### src/rtl/mips_mc_ctrl_pkg.sv
// Shared encodings for the P4 multi-cycle MIPS controller and datapath.
// Opcodes, functs, FSM states and datapath select codes.
package mips_mc_ctrl_pkg;

   localparam int MEM_TIMEOUT_DEF = 16;
   localparam int TO_W_DEF        = 5;

   localparam logic [5:0] OP_RTYPE = 6'h00;
   localparam logic [5:0] OP_J     = 6'h02;
   localparam logic [5:0] OP_JAL   = 6'h03;
   localparam logic [5:0] OP_BEQ   = 6'h04;
   localparam logic [5:0] OP_ORI   = 6'h0d;
   localparam logic [5:0] OP_LUI   = 6'h0f;
   localparam logic [5:0] OP_LW    = 6'h23;
   localparam logic [5:0] OP_SW    = 6'h2b;

   localparam logic [5:0] FN_NOP = 6'h00;
   localparam logic [5:0] FN_JR  = 6'h08;
   localparam logic [5:0] FN_ADD = 6'h20;
   localparam logic [5:0] FN_SUB = 6'h22;

   localparam logic [1:0] ALU_ADD = 2'd0;
   localparam logic [1:0] ALU_SUB = 2'd1;
   localparam logic [1:0] ALU_OR  = 2'd2;
   localparam logic [1:0] ALU_LUI = 2'd3;

   localparam logic [1:0] PC_SEQ = 2'd0;
   localparam logic [1:0] PC_BR  = 2'd1;
   localparam logic [1:0] PC_JMP = 2'd2;
   localparam logic [1:0] PC_REG = 2'd3;

   localparam logic [1:0] RD_RT = 2'd0;
   localparam logic [1:0] RD_RD = 2'd1;
   localparam logic [1:0] RD_RA = 2'd2;

   localparam logic [1:0] WD_ALU = 2'd0;
   localparam logic [1:0] WD_MEM = 2'd1;
   localparam logic [1:0] WD_PC4 = 2'd2;

   typedef enum logic [2:0] {
      S_FETCH  = 3'd0,
      S_DECODE = 3'd1,
      S_EXEC   = 3'd2,
      S_MEM    = 3'd3,
      S_WB     = 3'd4,
      S_FAULT  = 3'd5
   } state_t;

   typedef struct packed {
      logic add;
      logic sub;
      logic ori;
      logic lw;
      logic sw;
      logic beq;
      logic lui;
      logic j;
      logic jal;
      logic jr;
      logic nop;
   } cls_t;

   typedef struct packed {
      logic       mem_re;
      logic       mem_we;
      logic       ir_we;
      logic       pc_we;
      logic [1:0] pc_src;
      logic       reg_we;
      logic [1:0] reg_dst;
      logic [1:0] wd_sel;
      logic [1:0] alu_op;
      logic       alu_src_b;
      logic       ext_op;
      logic       instr_done;
      logic       illegal;
      logic       fault;
   } ctrl_t;

endpackage

### src/rtl/mips_mc_ctrl_if.sv
// Controller <-> datapath/memory bundle.
// master = controller, slave = datapath side.
interface mips_mc_ctrl_if;
   logic [5:0] opcode;
   logic [5:0] funct;
   logic       zero;
   logic       mem_ready;
   logic       mem_re;
   logic       mem_we;
   logic       ir_we;
   logic       pc_we;
   logic [1:0] pc_src;
   logic       reg_we;
   logic [1:0] reg_dst;
   logic [1:0] wd_sel;
   logic [1:0] alu_op;
   logic       alu_src_b;
   logic       ext_op;
   logic       instr_done;
   logic       illegal;
   logic       fault;

   modport master (
      input  opcode, funct, zero, mem_ready,
      output mem_re, mem_we, ir_we, pc_we, pc_src,
      output reg_we, reg_dst, wd_sel, alu_op,
      output alu_src_b, ext_op, instr_done,
      output illegal, fault
   );

   modport slave (
      output opcode, funct, zero, mem_ready,
      input  mem_re, mem_we, ir_we, pc_we, pc_src,
      input  reg_we, reg_dst, wd_sel, alu_op,
      input  alu_src_b, ext_op, instr_done,
      input  illegal, fault
   );
endinterface

### src/rtl/mips_mc_decode.sv
// Opcode/funct to one-hot instruction class.
// An all-zero class vector means unsupported encoding.
module mips_mc_decode
   import mips_mc_ctrl_pkg::*;
(
   input  logic [5:0] opcode,
   input  logic [5:0] funct,
   output cls_t       cls,
   output logic       illegal
);

   logic rtype;

   always_comb begin
      rtype   = (opcode == OP_RTYPE);
      cls     = '0;
      cls.add = rtype && (funct == FN_ADD);
      cls.sub = rtype && (funct == FN_SUB);
      cls.jr  = rtype && (funct == FN_JR);
      cls.nop = rtype && (funct == FN_NOP);
      cls.ori = (opcode == OP_ORI);
      cls.lw  = (opcode == OP_LW);
      cls.sw  = (opcode == OP_SW);
      cls.beq = (opcode == OP_BEQ);
      cls.lui = (opcode == OP_LUI);
      cls.j   = (opcode == OP_J);
      cls.jal = (opcode == OP_JAL);
      illegal = (cls == '0);
   end

endmodule

### src/rtl/mips_mc_ctrl.sv
// Multi-cycle control FSM for the P4 MIPS datapath with a
// memory-wait watchdog that parks in a sticky FAULT state.
module mips_mc_ctrl
   import mips_mc_ctrl_pkg::*;
#(
   parameter int MEM_TIMEOUT = MEM_TIMEOUT_DEF,
   parameter int TO_W        = TO_W_DEF
) (
   input  logic           clk,
   input  logic           reset,
   mips_mc_ctrl_if.master bus
);

   state_t          st, nxt;
   logic [TO_W-1:0] wd_cnt, wd_nxt;
   cls_t            cls;
   logic            bad_op;
   logic            waiting;
   ctrl_t           c;

   mips_mc_decode u_dec (
      .opcode  (bus.opcode),
      .funct   (bus.funct),
      .cls     (cls),
      .illegal (bad_op)
   );

   always_ff @(posedge clk) begin
      if (reset) begin
         st     <= S_FETCH;
         wd_cnt <= '0;
      end else begin
         st     <= nxt;
         wd_cnt <= wd_nxt;
      end
   end

   always_comb begin
      c       = '0;
      nxt     = st;
      waiting = 1'b0;
      unique case (st)
         S_FETCH: begin
            c.mem_re = 1'b1;
            if (bus.mem_ready) begin
               c.ir_we  = 1'b1;
               c.pc_we  = 1'b1;
               c.pc_src = PC_SEQ;
               nxt      = S_DECODE;
            end else begin
               waiting = 1'b1;
            end
         end
         S_DECODE: begin
            unique case (1'b1)
               cls.j, cls.jal: begin
                  c.pc_we      = 1'b1;
                  c.pc_src     = PC_JMP;
                  c.instr_done = 1'b1;
                  nxt          = S_FETCH;
                  if (cls.jal) begin
                     c.reg_we  = 1'b1;
                     c.reg_dst = RD_RA;
                     c.wd_sel  = WD_PC4;
                  end
               end
               cls.jr: begin
                  c.pc_we      = 1'b1;
                  c.pc_src     = PC_REG;
                  c.instr_done = 1'b1;
                  nxt          = S_FETCH;
               end
               cls.nop: begin
                  c.instr_done = 1'b1;
                  nxt          = S_FETCH;
               end
               bad_op: begin
                  c.illegal    = 1'b1;
                  c.instr_done = 1'b1;
                  nxt          = S_FETCH;
               end
               default: nxt = S_EXEC;
            endcase
         end
         S_EXEC: begin
            unique case (1'b1)
               cls.add, cls.sub: begin
                  c.alu_op = cls.sub ? ALU_SUB : ALU_ADD;
                  nxt      = S_WB;
               end
               cls.ori: begin
                  c.alu_op    = ALU_OR;
                  c.alu_src_b = 1'b1;
                  nxt         = S_WB;
               end
               cls.lui: begin
                  c.alu_op    = ALU_LUI;
                  c.alu_src_b = 1'b1;
                  nxt         = S_WB;
               end
               cls.lw, cls.sw: begin
                  c.alu_op    = ALU_ADD;
                  c.alu_src_b = 1'b1;
                  c.ext_op    = 1'b1;
                  nxt         = S_MEM;
               end
               cls.beq: begin
                  c.alu_op     = ALU_SUB;
                  c.ext_op     = 1'b1;
                  c.pc_we      = bus.zero;
                  c.pc_src     = PC_BR;
                  c.instr_done = 1'b1;
                  nxt          = S_FETCH;
               end
               default: nxt = S_FETCH;
            endcase
         end
         S_MEM: begin
            // address stays on the ALU for the whole access
            c.alu_op    = ALU_ADD;
            c.alu_src_b = 1'b1;
            c.ext_op    = 1'b1;
            if (cls.lw) begin
               c.mem_re = 1'b1;
               if (bus.mem_ready) nxt = S_WB;
               else waiting = 1'b1;
            end else if (cls.sw) begin
               c.mem_we = 1'b1;
               if (bus.mem_ready) begin
                  c.instr_done = 1'b1;
                  nxt          = S_FETCH;
               end else begin
                  waiting = 1'b1;
               end
            end else begin
               nxt = S_FETCH;
            end
         end
         S_WB: begin
            c.reg_we     = 1'b1;
            c.reg_dst    = (cls.add | cls.sub) ? RD_RD : RD_RT;
            c.wd_sel     = cls.lw ? WD_MEM : WD_ALU;
            c.instr_done = 1'b1;
            nxt          = S_FETCH;
         end
         S_FAULT: c.fault = 1'b1;
         default: nxt = S_FETCH;
      endcase

      wd_nxt = waiting ? wd_cnt + 1'b1 : '0;
      if (waiting && wd_cnt == TO_W'(MEM_TIMEOUT - 1))
         nxt = S_FAULT;

      if (reset) c = '0;
   end

   assign bus.mem_re     = c.mem_re;
   assign bus.mem_we     = c.mem_we;
   assign bus.ir_we      = c.ir_we;
   assign bus.pc_we      = c.pc_we;
   assign bus.pc_src     = c.pc_src;
   assign bus.reg_we     = c.reg_we;
   assign bus.reg_dst    = c.reg_dst;
   assign bus.wd_sel     = c.wd_sel;
   assign bus.alu_op     = c.alu_op;
   assign bus.alu_src_b  = c.alu_src_b;
   assign bus.ext_op     = c.ext_op;
   assign bus.instr_done = c.instr_done;
   assign bus.illegal    = c.illegal;
   assign bus.fault      = c.fault;

endmodule

### src/flat_wrapper.sv
// flat-port wrapper written by rule: the top's interface ports become plain ports
module mips_mc_ctrl_flat import mips_mc_ctrl_pkg::*;
#(
   parameter int MEM_TIMEOUT = MEM_TIMEOUT_DEF,
   parameter int TO_W        = TO_W_DEF
)
  (clk, reset, bus_opcode, bus_funct, bus_zero, bus_mem_ready, bus_mem_re, bus_mem_we, bus_ir_we, bus_pc_we, bus_pc_src, bus_reg_we, bus_reg_dst, bus_wd_sel, bus_alu_op, bus_alu_src_b, bus_ext_op, bus_instr_done, bus_illegal, bus_fault);
  mips_mc_ctrl_if bus_i ();
  input  logic clk;
  input  logic reset;
  input wire logic [$bits(bus_i.opcode)-1:0] bus_opcode;
  input wire logic [$bits(bus_i.funct)-1:0] bus_funct;
  input wire logic [$bits(bus_i.zero)-1:0] bus_zero;
  input wire logic [$bits(bus_i.mem_ready)-1:0] bus_mem_ready;
  output wire logic [$bits(bus_i.mem_re)-1:0] bus_mem_re;
  output wire logic [$bits(bus_i.mem_we)-1:0] bus_mem_we;
  output wire logic [$bits(bus_i.ir_we)-1:0] bus_ir_we;
  output wire logic [$bits(bus_i.pc_we)-1:0] bus_pc_we;
  output wire logic [$bits(bus_i.pc_src)-1:0] bus_pc_src;
  output wire logic [$bits(bus_i.reg_we)-1:0] bus_reg_we;
  output wire logic [$bits(bus_i.reg_dst)-1:0] bus_reg_dst;
  output wire logic [$bits(bus_i.wd_sel)-1:0] bus_wd_sel;
  output wire logic [$bits(bus_i.alu_op)-1:0] bus_alu_op;
  output wire logic [$bits(bus_i.alu_src_b)-1:0] bus_alu_src_b;
  output wire logic [$bits(bus_i.ext_op)-1:0] bus_ext_op;
  output wire logic [$bits(bus_i.instr_done)-1:0] bus_instr_done;
  output wire logic [$bits(bus_i.illegal)-1:0] bus_illegal;
  output wire logic [$bits(bus_i.fault)-1:0] bus_fault;
  assign bus_i.opcode = bus_opcode;
  assign bus_i.funct = bus_funct;
  assign bus_i.zero = bus_zero;
  assign bus_i.mem_ready = bus_mem_ready;
  assign bus_mem_re = bus_i.mem_re;
  assign bus_mem_we = bus_i.mem_we;
  assign bus_ir_we = bus_i.ir_we;
  assign bus_pc_we = bus_i.pc_we;
  assign bus_pc_src = bus_i.pc_src;
  assign bus_reg_we = bus_i.reg_we;
  assign bus_reg_dst = bus_i.reg_dst;
  assign bus_wd_sel = bus_i.wd_sel;
  assign bus_alu_op = bus_i.alu_op;
  assign bus_alu_src_b = bus_i.alu_src_b;
  assign bus_ext_op = bus_i.ext_op;
  assign bus_instr_done = bus_i.instr_done;
  assign bus_illegal = bus_i.illegal;
  assign bus_fault = bus_i.fault;
  mips_mc_ctrl #(.MEM_TIMEOUT(MEM_TIMEOUT), .TO_W(TO_W)) u_core (.clk(clk), .reset(reset), .bus(bus_i));
endmodule
### config.mk
export PLATFORM = sky130hd
export DESIGN_NAME = mips_mc_ctrl_flat
export DESIGN_NICKNAME = d
export VERILOG_FILES = /design/src/rtl/mips_mc_ctrl_pkg.sv /design/src/rtl/mips_mc_ctrl_if.sv /design/src/rtl/mips_mc_decode.sv /design/src/rtl/mips_mc_ctrl.sv /design/src/flat_wrapper.sv
export SDC_FILE = /design/constraint.sdc
export NUM_CORES = 1
export LEC_CHECK = 0
export CORE_MARGIN = 1.5
export CORE_UTILIZATION = 40
export CTS_BUF_LIST = sky130_fd_sc_hd__clkbuf_8
export DETAILED_ROUTE_END_ITERATION = 6
export HOLD_SLACK_MARGIN = 0.1
export PLACE_DENSITY = 0.8
export SKIP_LAST_GASP = 1
export SYNTH_ARGS = -nofsm -noshare
export SYNTH_HDL_FRONTEND = slang
export SYNTH_HIERARCHICAL = 1
export SYNTH_SLANG_ARGS = --single-unit
export TNS_END_PERCENT = 5
### constraint.sdc
create_clock -name clk -period 3.35 [get_ports clk]
set_input_delay 0.8375 -clock clk [delete_from_list [all_inputs] [get_ports clk]]
set_output_delay 0.8375 -clock clk [all_outputs]
set_load 0.05 [all_outputs]
==> run summary <==
Implementation numbers.

- Per report_power, the clock group accounts for a little under 30% of the total.
- The count of boundary I/O pins is 34.
- TritonCTS built the clock tree.
- The pin count of the biggest net entering global routing is 22.
- The number of synthesized register bits is 8.
- In the post-synthesis netlist, the biggest area contributors are sky130_fd_sc_hd__dfxtp_1 17%, sky130_fd_sc_hd__nor2_1 7.2%, sky130_fd_sc_hd__nor3_1 6.4%.
- On the reported timing paths, the clock transition at the registers reads 0.04 ns.
- The dominant cell by count in the synthesized netlist is sky130_fd_sc_hd__nor2_1.
- For this run the aggregate overflow at the end of global routing stands at 0.
- Internal power comes to 253 uW.
- The number of warning messages in the yosys log is 6.
- The setup violation total in the final timing report is 2.
- The placement report lists the number of port buffers as 33.
- The flow ran to the end, but the final reports show violations.
- The max-slew check reports its worst relative slack as 46.6%.
- The part of the Yosys area used for sequential elements is 17.1%.
- For reference, the post-synthesis area per instance comes to 7.33 sq um.
- The maximum frequency from static timing analysis is 292 MHz.
- The largest vdd supply drop is between 300 and 400 uV.
- The core region is ~2200 sq um.
- By instance count after routing, the leading logic cell type is sky130_fd_sc_hd__buf_4.
- The cell-mix breakdown from Yosys lists the compound-gate area share as 18.5%.
- The final worst-path setup slack is -0.0794 ns.
- Per the synth stats, the flop cell with the highest instance count is sky130_fd_sc_hd__dfxtp_1.
- The origin of the critical flop-to-flop path is u_core/st[0].
- The final reports fail on setup timing.
- The floorplan step set the die width to between 50 and 60 microns.
- The total number of clock tree sinks is 8.
- The worst-case setup slack after placement is -0.380 ns.
- The skew report gives the latency at the later pin of the worst-skew pair as 0.23 ns.
- For this design, Yosys synthesis ends with a cell count of about 130.
- The switching portion of total power comes to 36.6%.
- The iteration tally of the first detailed-router pass is 4.
- The number of DRC violations after detailed-routing iteration 0 is 45.
- The quantity of gates resized following cts is 32.
- The number of buffers between clock root and the deepest sink is 2.
- After synthesis, the share of cell area in mux cells is 1.07%.
- Counting instances, the worst hold path has a depth of 1.
- On the final layout, the worst hold slack is 0.449 ns.
- The worst path in the final design needs a cycle of 3.43 ns, including I/O delays and setup.
- Setup slack on the worst reg-to-reg path comes out at 1.54 ns.
worst max path at each step:
stage,startpoint,to,cells past startpoint
floorplan,bus_opcode[2],bus_instr_done,7
CTS,bus_opcode[1],bus_pc_we,8
global route,bus_opcode[2],bus_reg_dst[0],8
detailed placement,bus_opcode[2],bus_pc_we,8
finish,bus_opcode[2],bus_reg_dst[0],8
global placement,bus_opcode[2],bus_pc_we,8
routing by layer:
metal / up-vias / GRT usage (%) / share of wire [%]
met5: - / 0 / 0
met2: 61 / 56.0 / 52
met4: 0 / 11.0 / 3.3
met3: 12 / 4.97 / 6.1
li1: 574 / - / -
met1: 600 / 31.7 / 39
flip-flops by register name, summed over array words and instances (netlist names):
name and count:
u_core/wd_cnt 5, u_core/st 3
through the flow:
step | TNS [ns] | std cells
after floorplan | -0.301 | 128
after global placement | -1.16 | 200
after detailed placement | -1.89 | 200
after CTS | 0 | 206
after global routing | -0.280 | 206
final | -0.0875 | 206
worst max-delay path, stage by stage:
cell and delay, ns:
sky130_fd_sc_hd__clkbuf_2 0.12, sky130_fd_sc_hd__nor4_4 0.36, sky130_fd_sc_hd__nand3_4 0.15, sky130_fd_sc_hd__buf_4 0.18, sky130_fd_sc_hd__nor3_4 0.18, sky130_fd_sc_hd__nor2_1 0.09, sky130_fd_sc_hd__nor4b_2 0.32, sky130_fd_sc_hd__bufbuf_16 0.34
cell type report:
| type | count | area [sq um] |
|---|---|---|
| multi-input cells | 108 | 828 |
| well taps | 28 | 35.0 |
| flip-flops and latches | 8 | 160 |
| repair buffers | 55 | 648 |
| fillers | 142 | 484 |
| clock buffers | 3 | 41.3 |
| inverters | 4 | 15.0 |
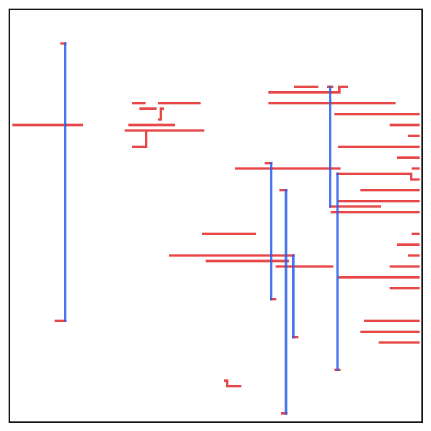
wires.png
(8 px per micron) Two of the layers only.
blue -> metal 4  # wire length 129 microns
red -> metal 3  # wire length 237 microns
vias after detailed routing: 1247
average detailed-routed wire length per instance: 19.0 microns
overall routing resource usage: 29.3%
detailed-route wire length: 3.91 mm

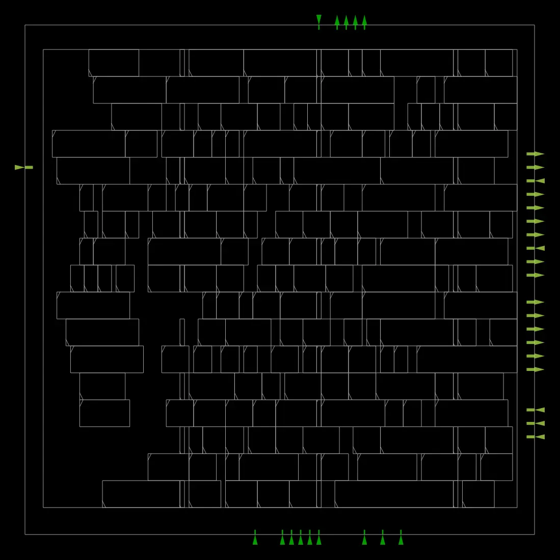
placement.png
Well-Tap Cells: 28
fraction of area in registers: 9.27%
count of non-filler cells in the finished layout: 206
standard-cell rows: 17
number of fill cells: 142

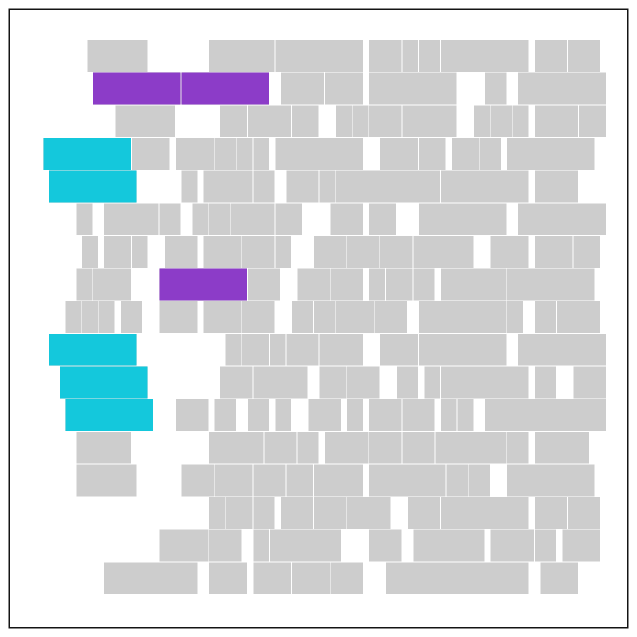
flops_by_reg.png
(12 px per micron) Other cells in gray.
purple -> u_core/st  # placed flops 3
cyan -> u_core/wd_cnt  # placed flops 5
sequential cell area: 160 sq um
reported sequential group power: 116 uW
post-route core utilization: 78.1%

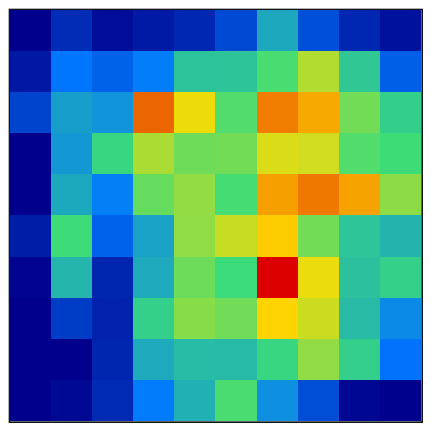
metal_density.png
(8 px per micron) 10 x 10 tiles, from dark blue (low) to red (high), scaled to the fullest tile. Values are wire area over tile area, all layers added.
tiles over half the peak = 36%
fullest tile = 0.62
emptiest ninth of the die = lower left

No activity file was given, so power comes from the tool's default toggle rates.
